===== src/rtl/onewire_master_pkg.sv =====
// ---------------------------------------------------------------------------
// onewire_master_pkg
//
// Shared definitions for the 1-Wire bus master:
//   - command op encodings carried on cmd_op
//   - FSM state encodings (plain localparams so older tools can consume them)
//   - slot timing constants, all expressed in microseconds
//   - slot_timing(): maps a latched op/bit pair to its slot parameters
// ---------------------------------------------------------------------------
package onewire_master_pkg;

  // Width of the microsecond counter; 10 bits covers the 960 us reset slot.
  localparam int US_W = 10;

  // Command op encodings.
  localparam logic [1:0] OP_RESET = 2'b00;
  localparam logic [1:0] OP_WRITE = 2'b01;
  localparam logic [1:0] OP_READ  = 2'b10;
  localparam logic [1:0] OP_NOP   = 2'b11;

  // FSM state encodings.
  localparam logic [1:0] ST_IDLE = 2'b00;
  localparam logic [1:0] ST_NOP  = 2'b01;
  localparam logic [1:0] ST_LOW  = 2'b10;
  localparam logic [1:0] ST_REL  = 2'b11;

  // Slot timing in microseconds, measured from the first cycle of the slot.
  localparam logic [US_W-1:0] T_RST_LOW    = 10'd480;
  localparam logic [US_W-1:0] T_RST_SAMPLE = 10'd550;
  localparam logic [US_W-1:0] T_RST_TOTAL  = 10'd960;
  localparam logic [US_W-1:0] T_W1_LOW     = 10'd6;
  localparam logic [US_W-1:0] T_W0_LOW     = 10'd60;
  localparam logic [US_W-1:0] T_RD_SAMPLE  = 10'd15;
  localparam logic [US_W-1:0] T_SLOT       = 10'd70;

  // Everything the FSM needs to know about the slot in progress.
  typedef struct packed {
    logic [US_W-1:0] low;        // us the line is held low
    logic [US_W-1:0] sample;     // us at which the line is sampled
    logic [US_W-1:0] total;      // us at which the slot completes
    logic            has_sample; // reset and read slots sample, writes do not
  } slot_timing_t;

  // Slot parameters for a latched op. Read slots start with the same short
  // low pulse as a write-1 so the device sees a standard read initiation.
  function automatic slot_timing_t slot_timing(input logic [1:0] op,
                                               input logic       bit_val);
    slot_timing_t t;
    t.low        = T_W1_LOW;
    t.sample     = '0;
    t.total      = T_SLOT;
    t.has_sample = 1'b0;
    case (op)
      OP_RESET: begin
        t.low        = T_RST_LOW;
        t.sample     = T_RST_SAMPLE;
        t.total      = T_RST_TOTAL;
        t.has_sample = 1'b1;
      end
      OP_WRITE: begin
        t.low = bit_val ? T_W1_LOW : T_W0_LOW;
      end
      OP_READ: begin
        t.sample     = T_RD_SAMPLE;
        t.has_sample = 1'b1;
      end
      default: ;
    endcase
    return t;
  endfunction

endpackage : onewire_master_pkg


===== src/rtl/onewire_us_tick.sv =====
// ---------------------------------------------------------------------------
// onewire_us_tick
//
// Microsecond prescaler. Counts 0..CLKS_PER_US-1 and raises tick_o for the
// single cycle in which the count sits at its terminal value, so the
// consumer advances exactly once per microsecond. clr_i restarts the count
// so a slot's time base is aligned to the cycle its command was accepted.
//
// Ports:
//   clk     system clock
//   reset   synchronous, active-high reset
//   clr_i   synchronous clear of the prescaler count
//   tick_o  one-cycle pulse every CLKS_PER_US cycles
// ---------------------------------------------------------------------------
module onewire_us_tick #(
  parameter int CLKS_PER_US = 50
) (
  input  logic clk,
  input  logic reset,
  input  logic clr_i,
  output logic tick_o
);

  localparam int CW = $clog2(CLKS_PER_US);
  localparam logic [CW-1:0] LAST = CW'(CLKS_PER_US - 1);

  logic [CW-1:0] cnt_q;
  logic [CW-1:0] cnt_d;

  // NOTE: cnt_d gets a default before any branch so no path leaves it
  // unassigned; otherwise synthesis would infer a latch to hold the value.
  always_comb begin
    cnt_d = cnt_q;
    if (clr_i || (cnt_q == LAST)) begin
      cnt_d = '0;
    end else begin
      cnt_d = cnt_q + 1'b1;
    end
  end

  assign tick_o = (cnt_q == LAST);

  // NOTE: state is updated with non-blocking assignments so every flop
  // samples the pre-edge values, independent of block ordering.
  always_ff @(posedge clk) begin
    if (reset) begin
      cnt_q <= '0;
    end else begin
      cnt_q <= cnt_d;
    end
  end

endmodule : onewire_us_tick


===== src/rtl/onewire_master.sv =====
// ---------------------------------------------------------------------------
// onewire_master
//
// Open-drain 1-Wire bus master. Executes one time slot per accepted
// command: reset/presence, write bit or read bit. The line is only ever
// pulled low (pad_t = 0) or released (pad_t = 1); the external pull-up
// provides the high level. The line is observed through a two-flop
// synchronizer and all slot timing derives from a 1 us prescaler tick
// feeding a 10-bit microsecond counter.
//
// Timing, for a command accepted at edge N:
//   pad_t falls at N+1, rises at N+1+t_low*CLKS_PER_US
//   sample taken at N+1+t_sample*CLKS_PER_US
//   done (and cmd_ready) high from edge N+1+t_total*CLKS_PER_US
//
// Ports:
//   clk        system clock
//   reset      synchronous, active-high reset
//   cmd_valid  command request
//   cmd_op     00 reset/presence, 01 write bit, 10 read bit, 11 no-op
//   cmd_bit    bit value for writes
//   cmd_ready  high when idle; accept = cmd_valid & cmd_ready
//   done       one-cycle pulse at slot completion
//   rx_bit     last sampled read bit
//   presence   1 = device answered the last reset slot
//   pad_t      pad tri-state control: 0 = drive, 1 = release
//   pad_i      pad data input, tied to 0
//   pad_in     asynchronous line level from the pad
// ---------------------------------------------------------------------------
module onewire_master
  import onewire_master_pkg::*;
#(
  parameter int CLKS_PER_US = 50
) (
  input  logic       clk,
  input  logic       reset,
  input  logic       cmd_valid,
  input  logic [1:0] cmd_op,
  input  logic       cmd_bit,
  output logic       cmd_ready,
  output logic       done,
  output logic       rx_bit,
  output logic       presence,
  output logic       pad_t,
  output logic       pad_i,
  input  logic       pad_in
);

  // Line synchronizer.
  logic sync1_q;
  logic pad_sync_q;

  // FSM and slot context.
  logic [1:0]      state_q, state_d;
  logic [1:0]      op_q, op_d;
  logic            bit_q, bit_d;
  logic [US_W-1:0] us_q, us_d;
  logic            us_new_q, us_new_d;

  // Registered outputs.
  logic cmd_ready_q, cmd_ready_d;
  logic done_q, done_d;
  logic rx_bit_q, rx_bit_d;
  logic presence_q, presence_d;
  logic pad_t_q, pad_t_d;

  logic         accept;
  logic         tick;
  slot_timing_t tim;

  assign accept = cmd_valid && cmd_ready_q;
  assign tim    = slot_timing(op_q, bit_q);

  onewire_us_tick #(
    .CLKS_PER_US (CLKS_PER_US)
  ) u_us_tick (
    .clk    (clk),
    .reset  (reset),
    .clr_i  (accept),
    .tick_o (tick)
  );

  always_comb begin
    state_d     = state_q;
    op_d        = op_q;
    bit_d       = bit_q;
    us_d        = us_q;
    us_new_d    = tick;
    cmd_ready_d = cmd_ready_q;
    done_d      = 1'b0;
    rx_bit_d    = rx_bit_q;
    presence_d  = presence_q;
    pad_t_d     = 1'b1;

    // us_new_q marks the first cycle at each new microsecond value, so a
    // comparison against us_q fires once even though us_q holds for
    // CLKS_PER_US cycles.
    if (tick && (state_q != ST_IDLE)) begin
      us_d = us_q + 1'b1;
    end

    case (state_q)
      ST_IDLE: begin
        if (accept) begin
          us_d        = '0;
          us_new_d    = 1'b0;
          cmd_ready_d = 1'b0;
          if (cmd_op == OP_NOP) begin
            state_d = ST_NOP;
          end else begin
            state_d = ST_LOW;
            op_d    = cmd_op;
            bit_d   = cmd_bit;
          end
        end
      end

      ST_NOP: begin
        done_d      = 1'b1;
        cmd_ready_d = 1'b1;
        state_d     = ST_IDLE;
      end

      ST_LOW: begin
        // pad_t is registered from the current state, so it falls one
        // cycle after accept and rises on the edge that leaves LOW.
        if (us_q == tim.low) begin
          state_d = ST_REL;
        end else begin
          pad_t_d = 1'b0;
        end
      end

      ST_REL: begin
        if (us_new_q && tim.has_sample && (us_q == tim.sample)) begin
          if (op_q == OP_RESET) begin
            presence_d = ~pad_sync_q;
          end else begin
            rx_bit_d = pad_sync_q;
          end
        end
        if (us_q == tim.total) begin
          done_d      = 1'b1;
          cmd_ready_d = 1'b1;
          state_d     = ST_IDLE;
        end
      end

      default: begin
        state_d     = ST_IDLE;
        cmd_ready_d = 1'b1;
      end
    endcase
  end

  always_ff @(posedge clk) begin
    if (reset) begin
      sync1_q     <= 1'b1;
      pad_sync_q  <= 1'b1;
      state_q     <= ST_IDLE;
      op_q        <= OP_NOP;
      bit_q       <= 1'b0;
      us_q        <= '0;
      us_new_q    <= 1'b0;
      cmd_ready_q <= 1'b1;
      done_q      <= 1'b0;
      rx_bit_q    <= 1'b0;
      presence_q  <= 1'b0;
      pad_t_q     <= 1'b1;
    end else begin
      sync1_q     <= pad_in;
      pad_sync_q  <= sync1_q;
      state_q     <= state_d;
      op_q        <= op_d;
      bit_q       <= bit_d;
      us_q        <= us_d;
      us_new_q    <= us_new_d;
      cmd_ready_q <= cmd_ready_d;
      done_q      <= done_d;
      rx_bit_q    <= rx_bit_d;
      presence_q  <= presence_d;
      pad_t_q     <= pad_t_d;
    end
  end

  assign cmd_ready = cmd_ready_q;
  assign done      = done_q;
  assign rx_bit    = rx_bit_q;
  assign presence  = presence_q;
  assign pad_t     = pad_t_q;
  // The line is never driven high: the pad only ever drives a 0.
  assign pad_i     = 1'b0;

endmodule : onewire_master


===== config.mk =====
export PLATFORM = sky130hd
export DESIGN_NAME = onewire_master
export DESIGN_NICKNAME = d
export VERILOG_FILES = /design/src/rtl/onewire_master_pkg.sv /design/src/rtl/onewire_us_tick.sv /design/src/rtl/onewire_master.sv
export SDC_FILE = /design/constraint.sdc
export NUM_CORES = 1
export LEC_CHECK = 0
export ABC_AREA = 1
export CORE_ASPECT_RATIO = 1.5
export CORE_MARGIN = 8
export CORE_UTILIZATION = 51
export DETAILED_ROUTE_END_ITERATION = 12
export PLACE_DENSITY = 0.75
export SLEW_MARGIN = 40
export SYNTH_ARGS = -nofsm -noshare
export SYNTH_HDL_FRONTEND = slang
export SYNTH_SLANG_ARGS = --single-unit
export TNS_END_PERCENT = 1

===== constraint.sdc =====
create_clock -name clk -period 1.18 [get_ports clk]
set_input_delay 0.295 -clock clk [delete_from_list [all_inputs] [get_ports clk]]
set_output_delay 0.295 -clock clk [all_outputs]
set_load 0.02 [all_outputs]

### Clock distribution

Scale: 6 px per um.
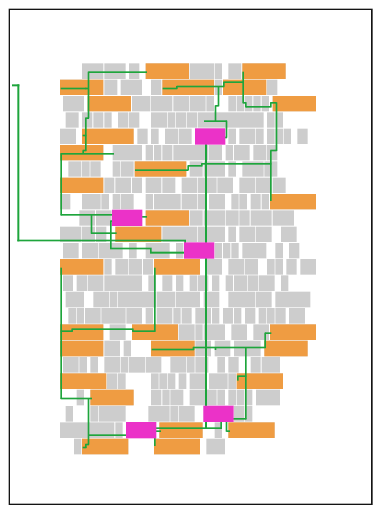
- orange: flip-flops (count 29)
- green: clock wires (length 429 um)
- magenta: clock-net drivers (count 5)
- routed clock nets: 6

### Power grid

Scale: 4 px per um. Pins as bars on the die edge.
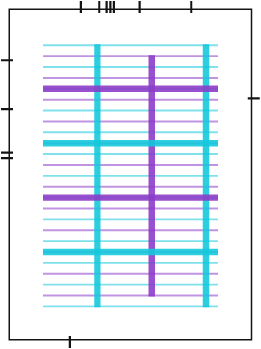
- cyan: VSS
- purple: VDD
- signal pins: 13
- rows: 24

### Cell classes on the final placement

Scale: 6 px per um. Fill, decap, tap and diode cells in gray.
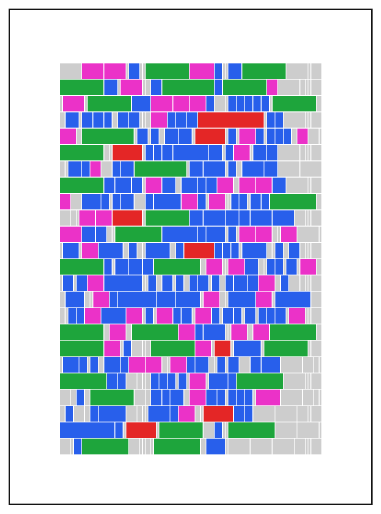
- red: clock drivers and dummy loads (cells 8; share of their area 5.5%)
- green: registers (cells 29; share of their area 28%)
- magenta: remaining buffers and delay cells (cells 55; share of their area 20%)
- blue: remaining logic cells (cells 177; share of their area 47%)

==> impl_metrics.toml <==
# generated from flow reports
[yosys]
synth_seq_share = 0.389
synth-main-ff-cell = "dfxtp_1"
syn_inst = 209
ys_warn_count = 0
top_cells_by_area = "dfxtp_1 (39%), nand2_1 (10%), nor2_1 (8.0%), inv_1 (4.8%), nand3_1 (4.7%)"
synth_top_area_share = 0.389
postSynthAreaPerCell_um2 = 7.14
ys_types = 34
netlist_area_um2 = 1490
edf_count = 0
async_flop_share = 0
synth_area_leader_cell = "dfxtp_1"

[floorplanning]
io_pins = 13
die_x_um = 60.2
dieArea_um2 = 4950
row_count = 24
core-area_um2 = 2850

[finish]
register_area_um2 = 604
layout.area.comb_um2 = 923
fin_nets = 278
utilization = 0.780
fillerInstances = 201

[route]
wl_met1_mm = 1.68
met3_length_um = 148
route.vias.total = 1573
vias_per_cell = 5.11
wirelength_mm = 4.27
wl_met2_mm = 2.29
wire_per_inst_um = 13.9

[critical_path]
critPathMaxStageDelay_ns = 0.37
worstPathMaxFanout = 5
cp_slowest_cell = "dfxtp_4"
critical_path.most_common_cell = "nand2_2"
worstSetupPathType = "reg2reg"
cp.required_ns = 1.39
ff2ff_path_depth = 9
timing.rr.end = "state_q[0]$_SDFFE_PP0P_"
worstPathArrival_ns = 1.60
end_kind = "register"

[timing]
setup_viol = 16
worst_hold_slack_ns = 0.418
setup_slack_ns = -0.212

[placed_design]
globalplace.congestion = 0.853
port_buffers = 11
post-place-ws_ns = -0.328
dpl-instance-area_um2 = 1960

[status]
status = "complete, but fails checks"
violations = "negative setup slack"

[global_routing]
antenna_found_initial = 0
grt_pass1_vias = 1510
grt_pass1_wl_mm = 6.48
overflow = 0

[cts]
clk_pin_slew_ns = 0.07
cts_tree = "done"
cts_buffers = 5
worstSkewPairLatency_ns = 0.29

[hold_path]
hold_path_startpoint = "sync1_q$_SDFF_PP1_"
min_to = "pad_sync_q$_SDFF_PP1_"

[power]
vdd_drop_max_mv = 1.05
powerDensity_nw_per_um2 = 1210
leakagePower_nw = 0.963
report.power.total_mw = 2.69
### Routing congestion map

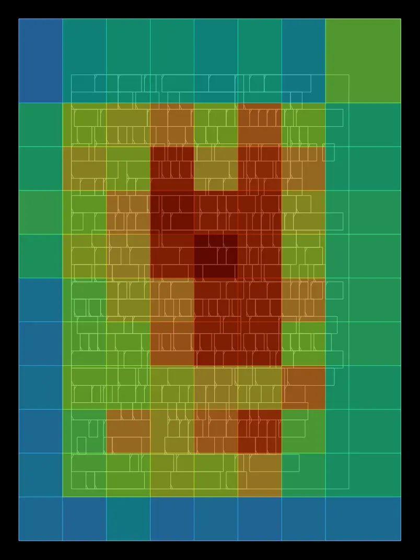
Total Routing Usage GR: 0.176
met2 usage: 0.317
met1 Use GR: 0.173

### Sequential cells grouped by signal name

Scale: 6 px per um. Other sequential cells in the stronger gray, the rest of the logic in the fainter gray.
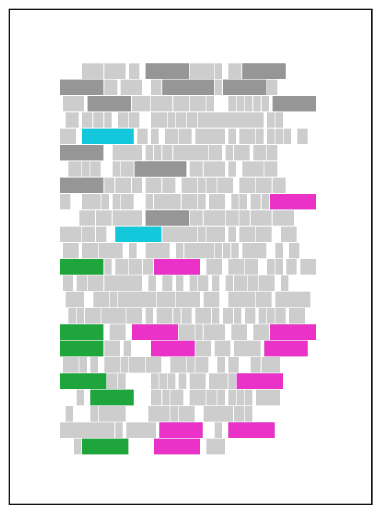
- cyan: state_q (flops 2)
- magenta: us_q (flops 10)
- green: u_us_tick.cnt_q (flops 6)

## cells by family after synthesis
| logic type | share of synthesized area |
|---|---|
| buf+inv | 0.0771 |
| fa+ha+maj | 0.0251 |
| simple gates | 0.372 |
| other cells | 0.00251 |
| compound gates | 0.0997 |
| flops | 0.389 |
| xor+xnor | 0.0344 |
## placed cells by master, fill, tap and decap left out, drive strengths merged, types with 6 or more instances in the layout
| cell type | synthesis | routed |
|---|---|---|
| nor2 | 35 | 35 |
| dfxtp | 29 | 29 |
| clkdlybuf4s50 | 0 | 6 |
| a21oi | 13 | 13 |
| nand3 | 17 | 17 |
| buf | 2 | 48 |
| o21ai | 13 | 13 |
| inv | 24 | 24 |
| nor3 | 6 | 6 |
| clkbuf | 1 | 6 |
| nand2 | 44 | 44 |
## flip-flops by register name, indices dropped and copies added, names as in the netlist
register	cells
pad_sync_q	1
state_q	2
rx_bit	1
done	1
bit_q	1
us_new_q	1
pad_t	1
cmd_ready	1
op_q	2
presence	1
sync1_q	1
u_us_tick.cnt_q	6
us_q	10
## where the power goes
group          switching, mW  internal (mW)  total, mW
clock                  0.408          0.686       1.09
sequential            0.0611           1.04       1.11
combinational          0.272          0.214      0.486
## what timing repair did
item                       CTS  global route
hold buffers                 0             0
gates resized               38            32
setup endpoints to repair   30            26
setup buffers                0             3
pin swaps                    6            11
## per-layer routing
| layer | global-route usage | vias to the layer above |
|---|---|---|
| li1 | - | 786 |
| met1 | 0.173 | 741 |
| met2 | 0.317 | 33 |
| met3 | 0.0434 | 13 |
| met4 | 0.115 | 0 |
| met5 | 0 | - |
## layout make-up
cell class,count,share of cell area
multi-input cells,151,0.415
repair buffers,55,0.191
inverters,26,0.0467
clock inverters,2,0.0169
clock buffers,6,0.0371
flip-flops and latches,29,0.272
well taps,39,0.0219
Power figures rest on the tool's default switching activity, not on a simulated workload.
